## config.mk

```make
export PLATFORM = sky130hd
export DESIGN_NAME = input_debouncer
export DESIGN_NICKNAME = d
export VERILOG_FILES = /design/src/rtl/input_debouncer.sv
export SDC_FILE = /design/constraint.sdc
export NUM_CORES = 1
export LEC_CHECK = 0
export CAP_MARGIN = 20
export CELL_PAD_IN_SITES_DETAIL_PLACEMENT = 0
export CELL_PAD_IN_SITES_GLOBAL_PLACEMENT = 1
export CORE_UTILIZATION = 30
export DETAILED_ROUTE_END_ITERATION = 10
export GPL_TIMING_DRIVEN = 1
export PLACE_DENSITY = 0.67
export SLEW_MARGIN = 40
export SYNTH_ARGS = -nofsm -noshare
export SYNTH_HDL_FRONTEND = slang
export SYNTH_SLANG_ARGS = --single-unit
```

## constraint.sdc

```tcl
create_clock -name clock -period 5.3 [get_ports clock]
set_input_delay 1.325 -clock clock [delete_from_list [all_inputs] [get_ports clock]]
set_output_delay 1.325 -clock clock [all_outputs]
set_load 0.05 [all_outputs]
```

## src/rtl/input_debouncer.sv

```systemverilog
// Per-bit two-flop synchronizer and tick-sampled stability filter for raw pad inputs.
// Produces a debounced level and registered one-cycle rise/fall pulses per channel.
module input_debouncer #(
    parameter int WIDTH        = 6,
    parameter int TICK_DIV     = 50000,
    parameter int STABLE_TICKS = 8
) (
    input  logic             clock,
    input  logic             reset,
    input  logic [WIDTH-1:0] raw_in,
    output logic [WIDTH-1:0] clean_out,
    output logic [WIDTH-1:0] rise_out,
    output logic [WIDTH-1:0] fall_out,
    output logic             tick_out
);

    localparam int PW = (TICK_DIV > 1) ? $clog2(TICK_DIV) : 1;
    localparam int CW = (STABLE_TICKS > 0) ? $clog2(STABLE_TICKS + 1) : 1;

    localparam logic [PW-1:0] PRESC_LAST = PW'(TICK_DIV - 1);
    localparam logic [PW-1:0] PRESC_ONE  = PW'(1);
    localparam logic [CW-1:0] CNT_LAST   = CW'(STABLE_TICKS - 1);
    localparam logic [CW-1:0] CNT_ONE    = CW'(1);

    logic [WIDTH-1:0] sync1_q;
    logic [WIDTH-1:0] sync2_q;

    logic [PW-1:0]    presc_q;
    logic [PW-1:0]    presc_d;
    logic             tick_s;

    logic [CW-1:0]    cnt_q [WIDTH];
    logic [CW-1:0]    cnt_d [WIDTH];
    logic [WIDTH-1:0] clean_q;
    logic [WIDTH-1:0] clean_d;
    logic [WIDTH-1:0] rise_q;
    logic [WIDTH-1:0] rise_d;
    logic [WIDTH-1:0] fall_q;
    logic [WIDTH-1:0] fall_d;

    always_ff @(posedge clock or posedge reset) begin
        if (reset) begin
            sync1_q <= '0;
            sync2_q <= '0;
        end else begin
            sync1_q <= raw_in;
            sync2_q <= sync1_q;
        end
    end

    always_comb begin
        tick_s  = (presc_q == PRESC_LAST);
        presc_d = presc_q;
        if (tick_s) begin
            presc_d = '0;
        end else begin
            presc_d = presc_q + PRESC_ONE;
        end
    end

    always_ff @(posedge clock or posedge reset) begin
        if (reset) begin
            presc_q <= '0;
        end else begin
            presc_q <= presc_d;
        end
    end

    // A synchronized sample equal to the clean level wipes progress on any cycle,
    // so only uninterrupted disagreement across STABLE_TICKS ticks is accepted.
    always_comb begin
        cnt_d   = cnt_q;
        clean_d = clean_q;
        rise_d  = '0;
        fall_d  = '0;
        for (int i = 0; i < WIDTH; i++) begin
            if (sync2_q[i] == clean_q[i]) begin
                cnt_d[i] = '0;
            end else if (tick_s && (cnt_q[i] == CNT_LAST)) begin
                cnt_d[i]   = '0;
                clean_d[i] = sync2_q[i];
                rise_d[i]  = sync2_q[i];
                fall_d[i]  = ~sync2_q[i];
            end else if (tick_s) begin
                cnt_d[i] = cnt_q[i] + CNT_ONE;
            end else begin
                cnt_d[i] = cnt_q[i];
            end
        end
    end

    always_ff @(posedge clock or posedge reset) begin
        if (reset) begin
            for (int i = 0; i < WIDTH; i++) begin
                cnt_q[i] <= '0;
            end
            clean_q <= '0;
            rise_q  <= '0;
            fall_q  <= '0;
        end else begin
            for (int i = 0; i < WIDTH; i++) begin
                cnt_q[i] <= cnt_d[i];
            end
            clean_q <= clean_d;
            rise_q  <= rise_d;
            fall_q  <= fall_d;
        end
    end

    assign clean_out = clean_q;
    assign rise_out  = rise_q;
    assign fall_out  = fall_q;
    assign tick_out  = tick_s;

endmodule

```

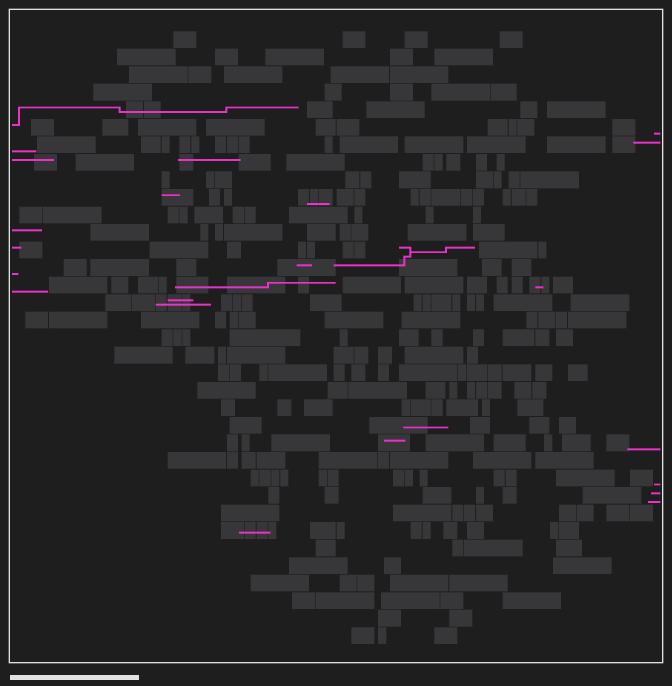
Figure 1: run 1, the metal 3 layer.
Scale bar: 20 um. Cells faint in the background.
The wires run mostly horizontal. 19 nets have wire on it. The layer holds 3.4% of the routed length.

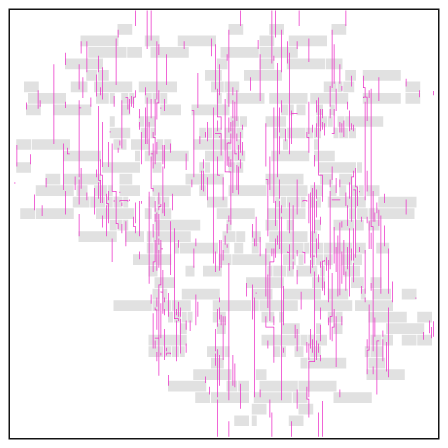
Figure 2: run 1, the metal 2 layer.
Cells faint in the background.
The layer carries 2420 um of wire. The wires run mostly vertical. The layer holds 45% of the routed length. 261 nets have wire on it.

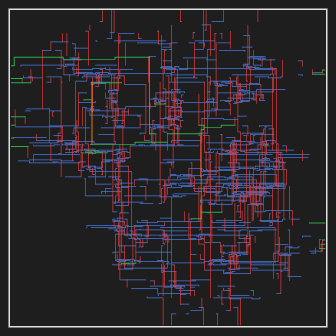
Figure 3: run 1, wiring by layer.
Key: met2 = red [wire length 2420 um]; met1 = blue [wire length 2660 um]; met4 = orange [wire length 71.4 um]; met3 = green [wire length 178 um]

==> flow_metrics.env, run 1 <==
# physical design summary
export IMPL_reg2reg_from="presc_q[5]$_DFF_PP0_"
export IMPL_pg_comb_w=0.0000206
export IMPL_grt_busiest_layer="met2"
export IMPL_gp_congestion=0.788
export IMPL_power_frac_clock=0.417
export IMPL_io_pins=27
export IMPL_critPathLaunch="presc_q[5]$_DFF_PP0_"
export IMPL_layout_nets=314
export IMPL_initial_core_util=0.315
export IMPL_critical_path_top_delay_family="simple AND/OR/NAND/NOR gates"
export IMPL_post_cts_setup_buffer_count=0
export IMPL_top_regs="cnt_q x24, presc_q x16"
export IMPL_fin_util=0.379
export IMPL_largest_register_ffs=24
export IMPL_postCtsHoldBufs=0
export IMPL_diodes=0
export IMPL_p_sw_w=0.000205
export IMPL_drc_errors=0
export IMPL_p_sw_frac=0.212
export IMPL_post_route_period_util=0.724
export IMPL_drtIter0Drc=130
export IMPL_syn_area_um2=2950
export IMPL_status="complete, no violations"
export IMPL_synthTopLogicFamily="simple AND/OR/NAND/NOR gates"
export IMPL_end_kind="output pin"
export IMPL_cts_path_max_buffers=2
export IMPL_crit_chain="or4b_4 > nor4_2 > clkdlybuf4s50_1"
export IMPL_cp_data_required_time_ns=3.97
export IMPL_top_register="cnt_q"
export IMPL_fmax_ghz=0.261
export IMPL_fa_ha_area_frac=0.0297
export IMPL_clk_power_w=0.000403
export IMPL_slew_headroom=0.616
export IMPL_antenna_found_initial=0
export IMPL_cp_num_cells=3
export IMPL_drt_pass1_iterations=4
export IMPL_crit_fanout=4
export IMPL_critPathKind="reg -> out"
export IMPL_met2_wirelength_um=2420
export IMPL_seq_power_share=0.561
export IMPL_hp_class="reg -> reg"
export IMPL_power_internal_w=0.000760
export IMPL_max_stage_delay_ns=0.85
export IMPL_finClkSkew_ns=0.00957
export IMPL_power_leakage_nw=1.46
export IMPL_xor_area_frac=0.0564
export IMPL_dp_hpwl_um=3440
export IMPL_area_growth_synth_to_final_pct=20.3
export IMPL_mux_share=0.0229
export IMPL_grtUsageTotal=0.121
export IMPL_r2r_slack_ns=2.75
export IMPL_clkSlewWorstSetupHoldPaths_ns=0.07
export IMPL_worstSetupEndpoint="tick_out"
export IMPL_synth_nets=280
export IMPL_vias_per_cell=4.63
export IMPL_syn_inst=265
export IMPL_ys_area_um2=2950
export IMPL_wl_met3_um=178
export IMPL_use_met2=0.188
export IMPL_ys_sh_simple=0.209
export IMPL_cts_num_sinks=70
-- run 1: layout make-up --
type / instances / area [um2]
fill: 947 / 5820
sequential: 70 / 1750
multi-input combinational: 179 / 1130
timing repair buffer: 29 / 283
tap: 129 / 161
clock buffer: 11 / 131
clock inverter: 4 / 48.8
inverter: 10 / 37.5
-- run 1: Yosys cell counts, drive strengths merged --
| master | instances | area [um2] |
|---|---|---|
| xnor2 | 13 | 114 |
| nand3 | 13 | 65.1 |
| or3 | 12 | 75.1 |
| mux2 | 6 | 67.6 |
| nor2 | 15 | 56.3 |
| and4b | 2 | 20.0 |
| dfrtp | 70 | 1750 |
| ha | 7 | 87.6 |
| nand4b | 1 | 8.76 |
| nor3b | 12 | 90.1 |
| nor3 | 4 | 20.0 |
| and2 | 1 | 6.26 |
| buf | 2 | 22.5 |
| nand3b | 2 | 15.0 |
| or4b | 3 | 37.5 |
| xor2 | 6 | 52.6 |
| or4 | 7 | 56.3 |
| clkbuf | 4 | 15.0 |
| a21oi | 24 | 120 |
| nand2 | 29 | 109 |
| nor4 | 3 | 18.8 |
| o21ai | 13 | 65.1 |
| and3 | 1 | 6.26 |
| inv | 10 | 37.5 |
| or2 | 1 | 6.26 |
| nand4 | 4 | 25.0 |
-- run 1: worst register-to-register path, cell delays in order, from the launching register on --
cell,delay (ns)
dfrtp_1,0.43
or4b_4,0.58
or4_4,0.75
or4b_1,0.57
a21oi_1,0.15
-- run 1: stage by stage --
step,hold WS [ns],total power [W],cells,instance area (um2),worst slack [ns]
after floorplan,0.331,0.000563,265,2950,1.08
after global placement,0.332,0.000573,417,3370,1.81
after detailed placement,0.336,0.000574,417,3370,1.80
after CTS,0.354,0.000990,432,3550,1.41
after global routing,0.361,0.00102,432,3550,1.32
final,0.350,0.000965,432,3550,1.46
## Run 2: what changed since run 1
--- a/config.mk
+++ b/config.mk
@@ -11,7 +11,7 @@
 export CORE_UTILIZATION = 30
 export DETAILED_ROUTE_END_ITERATION = 10
 export GPL_TIMING_DRIVEN = 1
-export PLACE_DENSITY = 0.67
+export PLACE_DENSITY = 0.69
 export SLEW_MARGIN = 40
 export SYNTH_ARGS = -nofsm -noshare
 export SYNTH_HDL_FRONTEND = slang
==> constraint.sdc (replaced) <==
create_clock -name clock -period 3.35 [get_ports clock]
set_input_delay 0.8375 -clock clock [delete_from_list [all_inputs] [get_ports clock]]
set_output_delay 0.8375 -clock clock [all_outputs]
set_load 0.05 [all_outputs]
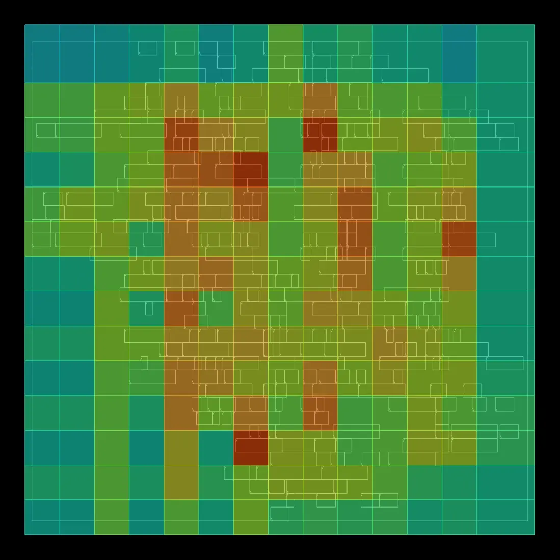
Figure 4: run 2, congestion heat map.
wire length per cell: 12.2 um
GRT Overall Usage: 0.121
met3 global-route usage: 0.0304

==> flow_metrics.env, run 2 <==
# physical design summary
export IMPL_drt_pass1_iterations=4
export IMPL_cp_num_cells=4
export IMPL_cap_violations=0
export IMPL_yosysTopAreaCellShare=0.594
export IMPL_vias=2050
export IMPL_clockRootBuffer="clkbuf_8"
export IMPL_io_buffers=26
export IMPL_xor_area_frac=0.0564
export IMPL_vias_per_cell=4.71
export IMPL_insertion_delay_ns=0.34
export IMPL_worstSetupEndpoint="tick_out"
export IMPL_drtIter0Drc=76
export IMPL_die_h_um=101
export IMPL_synth_nets=280
export IMPL_cts_resized=0
export IMPL_aoi_share=0.0628
export IMPL_syn_inst=265
export IMPL_yosys_register_bits=70
export IMPL_hp_class="reg -> reg"
export IMPL_cp_slowest_cell="or4b_4"
export IMPL_post_cts_setup_buffer_count=0
export IMPL_crit_fanout=5
export IMPL_grt_pass1_vias=1964
export IMPL_drtAntennaViolNets=0
export IMPL_hold_viol_final=0
export IMPL_clkSlewWorstSetupHoldPaths_ns=0.08
export IMPL_overflow=0
export IMPL_grt_max_degree=44
export IMPL_fin_crit_ns=2.83
export IMPL_ys_sh_simple=0.209
export IMPL_die_area_um2=10200
export IMPL_syn_area_per_cell_um2=11.1
export IMPL_status="complete, no violations"
export IMPL_lay_top_cells="70 x dfrtp_1, 29 x nand2_1, 25 x clkdlybuf4s50_1, 24 x a21oi_1, 15 x nor2_1"
export IMPL_fill_cells=938
export IMPL_postCtsHoldBufs=0
export IMPL_layout_nets=316
export IMPL_design_core_area_um2=9370
export IMPL_cp_num_buf_inv=2
export IMPL_largest_area_cell="dfrtp_1"
export IMPL_mux_share=0.0229
export IMPL_ir_worst_vdd_uv=146
export IMPL_critPathLaunch="presc_q[5]$_DFF_PP0_"
export IMPL_synthFlopType="dfrtp_1"
export IMPL_cts_num_sinks=70
export IMPL_holdPathEnd="sync2_q[0]$_DFF_PP0_"
export IMPL_topCellsByArea="dfrtp_1 59%, a21oi_1 4.1%, xnor2_1 3.9%"
export IMPL_ys_cells=265
export IMPL_wirelength_um=5290
export IMPL_critPathLaunchType="register"
export IMPL_end_kind="output pin"
export IMPL_setup_violations=0
export IMPL_diodes=0
export IMPL_grt_pass1_wl_um=9370
export IMPL_ys_types=28
export IMPL_reg2regPathDepth=4
export IMPL_yosys_top_cells_count="70 x dfrtp_1, 29 x nand2_1, 24 x a21oi_1, 15 x nor2_1"
export IMPL_reg2reg_from="presc_q[5]$_DFF_PP0_"
export IMPL_pwr_density_cell_nw_per_um2=437
export IMPL_syn_area_um2=2950
export IMPL_antenna_found_initial=0
export IMPL_h_tree_depth=3
export IMPL_critical_path_top_delay_family="simple AND/OR/NAND/NOR gates"
export IMPL_initial_core_util=0.315
export IMPL_crit_chain="or4b_4 > nor4_2 > buf_4 > buf_12"
export IMPL_fa_ha_area_frac=0.0297
export IMPL_finClkSkew_ns=0.0103
export IMPL_top_regs="cnt_q x24, presc_q x16"
export IMPL_cts_tree="built"
export IMPL_critPathKind="reg -> out"
export IMPL_yosysWarnings=0
export IMPL_pre_cts_ws_ns=0.821
export IMPL_ys_area_um2=2950
export IMPL_cts_path_max_buffers=2
export IMPL_synth_top_cell_by_count="dfrtp_1"
export IMPL_final_common_cell="dfrtp_1"
export IMPL_fmax_ghz=0.354
export IMPL_cp_data_required_time_ns=2.51
export IMPL_drv_slew=0
export IMPL_top_register="cnt_q"
export IMPL_worst_slew_pin_slew_ns=0.500
export IMPL_drc_errors=0
export IMPL_largest_register_ffs=24
export IMPL_dp_hpwl_um=3550
export IMPL_post_route_period_util=0.844
export IMPL_postSynthSeqShare=0.594
export IMPL_cts_buffers=9
export IMPL_grt_setup_unrepaired="no"
export IMPL_synthTopLogicFamily="simple AND/OR/NAND/NOR gates"
export IMPL_slew_headroom=0.666
export IMPL_async_flop_share=1.00
export IMPL_max_stage_delay_ns=0.57
export IMPL_io_pins=27
export IMPL_core_rowCount=35
export IMPL_warning_count=26
export IMPL_area_growth_synth_to_final_pct=21.8
export IMPL_gp_congestion=0.685
export IMPL_power_leakage_nw=1.48
export IMPL_layout_drive_gt1_share=0.111
export IMPL_synth_edff_count=0
export IMPL_final_setup_tns_ns=0
export IMPL_fin_ws_ns=0.523
export IMPL_r2r_slack_ns=0.81
export IMPL_r2r_end="cnt_q[23]$_DFFE_PP0P_"
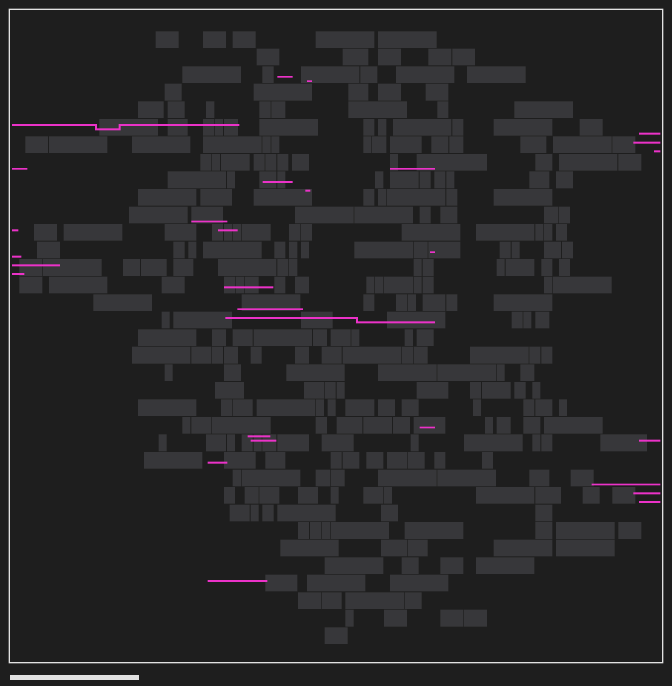
Figure 5: run 2, the metal 3 layer.
Scale bar: 20 um. Cells faint in the background.
The layer holds 3.2% of the routed length. The longest straight run is 20.2 um.

==> run 2: cell counts after synthesis <==
Identical to the previous run, type by type.
==> run 2: metal layers <==
| metal | vias up | GRT usage | part of all wire |
|---|---|---|---|
| li1 | 1003 | - | - |
| met1 | 1000 | 0.152 | 0.46 |
| met2 | 32 | 0.188 | 0.47 |
| met3 | 15 | 0.0304 | 0.032 |
| met4 | 0 | 0.0702 | 0.030 |
| met5 | - | 0 | 0 |
==> run 2: layout make-up <==
type,count,area [um2],area share
Clock inverter,5,58.8,0.0164
Multi-Input combinational cell,179,1130,0.316
Sequential cell,70,1750,0.487
Tap cell,129,161,0.0449
Timing Repair Buffer,31,308,0.0857
Clock buffer,11,141,0.0393
Inverter,10,37.5,0.0104
==> run 2: power by group <==
part	total, W	internal, W	switching (W)
logic	0.0000336	0.0000117	0.0000219
clock network	0.000680	0.000364	0.000315
registers	0.000857	0.000852	0.00000473
==> run 2: per-stage QoR <==
step / hold WS (ns) / cells / power (W) / utilization / cell area (um2)
after floorplan: 0.331 / 265 / 0.000890 / - / 2960
after global placement: 0.332 / 419 / 0.000908 / 0.362 / 3390
after detailed placement: 0.336 / 419 / 0.000909 / 0.362 / 3390
after CTS: 0.339 / 435 / 0.00160 / 0.383 / 3590
after global routing: 0.345 / 435 / 0.00164 / 0.383 / 3590
final: 0.340 / 435 / 0.00157 / 0.383 / 3590
==> run 2: kinds of logic (layout without fill, tap and decap cells) <==
group	count (synthesis)	in the layout
flip-flops	70	70
multiplexers	6	6
AND/OR/NAND/NOR	110	110
XOR/XNOR	19	19
buffers and inverters	16	57
adder cells (fa/ha/maj)	7	7
AND-OR/OR-AND	37	37
## Run 3: what changed since run 2
==> constraint.sdc (replaced) <==
create_clock -name clock -period 2.5 [get_ports clock]
set_input_delay 0.625 -clock clock [delete_from_list [all_inputs] [get_ports clock]]
set_output_delay 0.625 -clock clock [all_outputs]
set_load 0.05 [all_outputs]
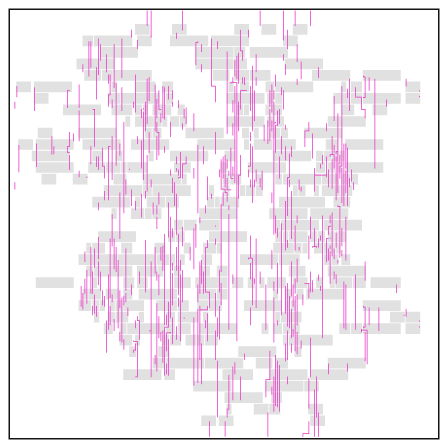
Figure 6: run 3, the metal 2 layer.
Cells faint in the background.
The wires run mostly vertical. The longest straight run is 61.0 um.

==> flow_metrics.env, run 3 <==
# physical design summary
export IMPL_status="finished, violations left"
export IMPL_violations="negative setup slack"
export IMPL_initial_core_util=0.315
export IMPL_ir_worst_vdd_uv=213
export IMPL_slew_headroom=0.662
export IMPL_yosys_register_bits=70
export IMPL_cts_path_max_buffers=2
export IMPL_dp_hpwl_um=3470
export IMPL_hp_class="reg -> reg"
export IMPL_r2r_slack_ns=0.07
export IMPL_p_sw_frac=0.218
export IMPL_p_sw_w=0.000467
export IMPL_drt_pass1_iterations=4
export IMPL_io_pins=27
export IMPL_synthFlopType="dfrtp_1"
export IMPL_io_buffers=26
export IMPL_hold_viol_final=0
export IMPL_synth_top_cell_by_count="dfrtp_1"
export IMPL_insertion_delay_ns=0.35
export IMPL_worst_slew_pin_slew_ns=0.505
export IMPL_largest_register_ffs=24
export IMPL_seq_power_share=0.536
export IMPL_critPathLaunch="presc_q[7]$_DFF_PP0_"
export IMPL_core_rowCount=35
export IMPL_drv_slew=0
export IMPL_crit_fanout=3
export IMPL_mux_share=0.0229
export IMPL_pre_cts_ws_ns=0.0785
export IMPL_clk_power_w=0.000946
export IMPL_diodes=0
export IMPL_antenna_found_initial=0
export IMPL_drtAntennaViolNets=0
export IMPL_yosys_top_cells_count="70 x dfrtp_1, 29 x nand2_1, 24 x a21oi_1, 15 x nor2_1"
export IMPL_vias=2052
export IMPL_end_kind="output pin"
export IMPL_power_internal_w=0.00167
export IMPL_xor_area_frac=0.0564
export IMPL_grtUsageTotal=0.121
export IMPL_vias_per_cell=4.62
export IMPL_die_h_um=101
export IMPL_place_area_um2=3470
export IMPL_clockRootBuffer="clkbuf_8"
export IMPL_power_frac_clock=0.442
export IMPL_post_route_period_util=1.01
export IMPL_cap_violations=0
export IMPL_wirelength_um=5390
export IMPL_yosysTopAreaCellShare=0.594
export IMPL_logic_area_um2=1150
export IMPL_ys_area_um2=2950
export IMPL_area_growth_synth_to_final_pct=25.6
export IMPL_drtIter0Drc=120
export IMPL_ff_latch_area_um2=1750
export IMPL_power_group_top="sequential cells"
export IMPL_cts_tree="built"
export IMPL_pwr_density_cell_nw_per_um2=578
export IMPL_finClkSkew_ns=0.0119
export IMPL_power_leakage_nw=1.56
export IMPL_cts_buffers=9
export IMPL_critPathKind="reg -> out"
export IMPL_clkSlewWorstSetupHoldPaths_ns=0.08
export IMPL_combPwrFrac=0.022
export IMPL_grt_max_degree=71
export IMPL_lay_top_cells="70 x dfrtp_1, 29 x nand2_1, 25 x clkdlybuf4s50_1, 23 x a21oi_1, 15 x nor2_1"
export IMPL_setup_violations=1
export IMPL_grt_setup_unrepaired="yes"
export IMPL_overflow=0
export IMPL_seq_power_w=0.00115
export IMPL_top_register="cnt_q"
export IMPL_synth_edff_count=0
export IMPL_ys_cells=265
export IMPL_reg2reg_from="presc_q[4]$_DFF_PP0_"
export IMPL_aoi_share=0.0628
export IMPL_die_area_um2=10200
export IMPL_fin_ws_ns=-0.0329
export IMPL_fmax_ghz=0.395
export IMPL_ys_sh_simple=0.209
export IMPL_synth_nets=280
export IMPL_top_regs="cnt_q x24, presc_q x16"
export IMPL_syn_area_per_cell_um2=11.1
export IMPL_pg_comb_w=0.0000462
export IMPL_cp_data_required_time_ns=1.88
export IMPL_topCellsByArea="dfrtp_1 59%, a21oi_1 4.1%, xnor2_1 3.9%"
export IMPL_yosysWarnings=0
export IMPL_largest_area_cell="dfrtp_1"
export IMPL_cts_num_sinks=70
export IMPL_critPathLaunchType="register"
export IMPL_warning_count=28
export IMPL_syn_area_um2=2950
export IMPL_fa_ha_area_frac=0.0297
export IMPL_design_core_area_um2=9370
export IMPL_ys_types=28
export IMPL_layout_nets=325
export IMPL_synthTopLogicFamily="simple AND/OR/NAND/NOR gates"
export IMPL_postSynthSeqShare=0.594
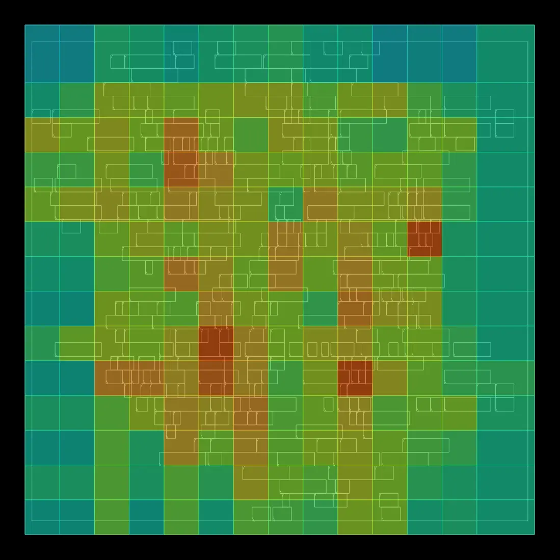
Figure 7: run 3, congestion heat map.
wire length per cell: 12.1 um
global route hottest layer: met2

[run 3: metal layers]
| metal | routed length (um) | part of all wire | track usage | vias to the layer above |
|---|---|---|---|---|
| met4 | 97 | 0.018 | 0.0569 | 0 |
| li1 | - | - | - | 1016 |
| met2 | 2480 | 0.46 | 0.190 | 26 |
| met3 | 219 | 0.041 | 0.0400 | 8 |
| met1 | 2590 | 0.48 | 0.151 | 1002 |
| met5 | 0 | 0 | 0 | - |
[run 3: worst paths after layout]
path	endpoint	depth (start not counted)
setup / recovery	tick_out	3
hold / removal	sync2_q[0]$_DFF_PP0_	0
setup reg to reg	cnt_q[7]$_DFFE_PP0P_	4
hold reg to reg	sync2_q[0]$_DFF_PP0_	0
max in group asynchronous	cnt_q[18]$_DFFE_PP0P_	3
min in group asynchronous	sync2_q[0]$_DFF_PP0_	3
[run 3: metrics by stage]
step                      TNS [ns]  instances  utilization  power (W)  hold WS (ns)
after global routing       -0.0911        444        0.395    0.00225         0.348
after detailed placement         0        427        0.371    0.00122         0.337
after CTS                  -0.0272        443        0.393    0.00218         0.351
after floorplan                  0        265            -    0.00119         0.331
after global placement           0        427        0.371    0.00122         0.333
final                      -0.0329        444        0.395    0.00214         0.348
[run 3: critical path, stage by stage, from the launching register on]
cell and delay (ns):
dfrtp_1 0.38, or4b_4 0.57, nor4_4 0.42, buf_12 0.19
[run 3: cell type report]
class / instances / area share
clock inverter: 5 / 0.0152
tap: 129 / 0.0436
clock buffer: 11 / 0.0409
inverter: 10 / 0.0101
sequential: 70 / 0.473
timing repair buffer: 40 / 0.107
multi-input combinational: 179 / 0.311
[run 3: what timing repair did]
item                       4_1_cts  5_1_grt
setup endpoints to repair        1        8
pin swaps                        2        6
hold buffers                     0        0
buffers inserted                 2        1
gates resized                    0        4
Power figures rest on the tool's default switching activity, not on a simulated workload.
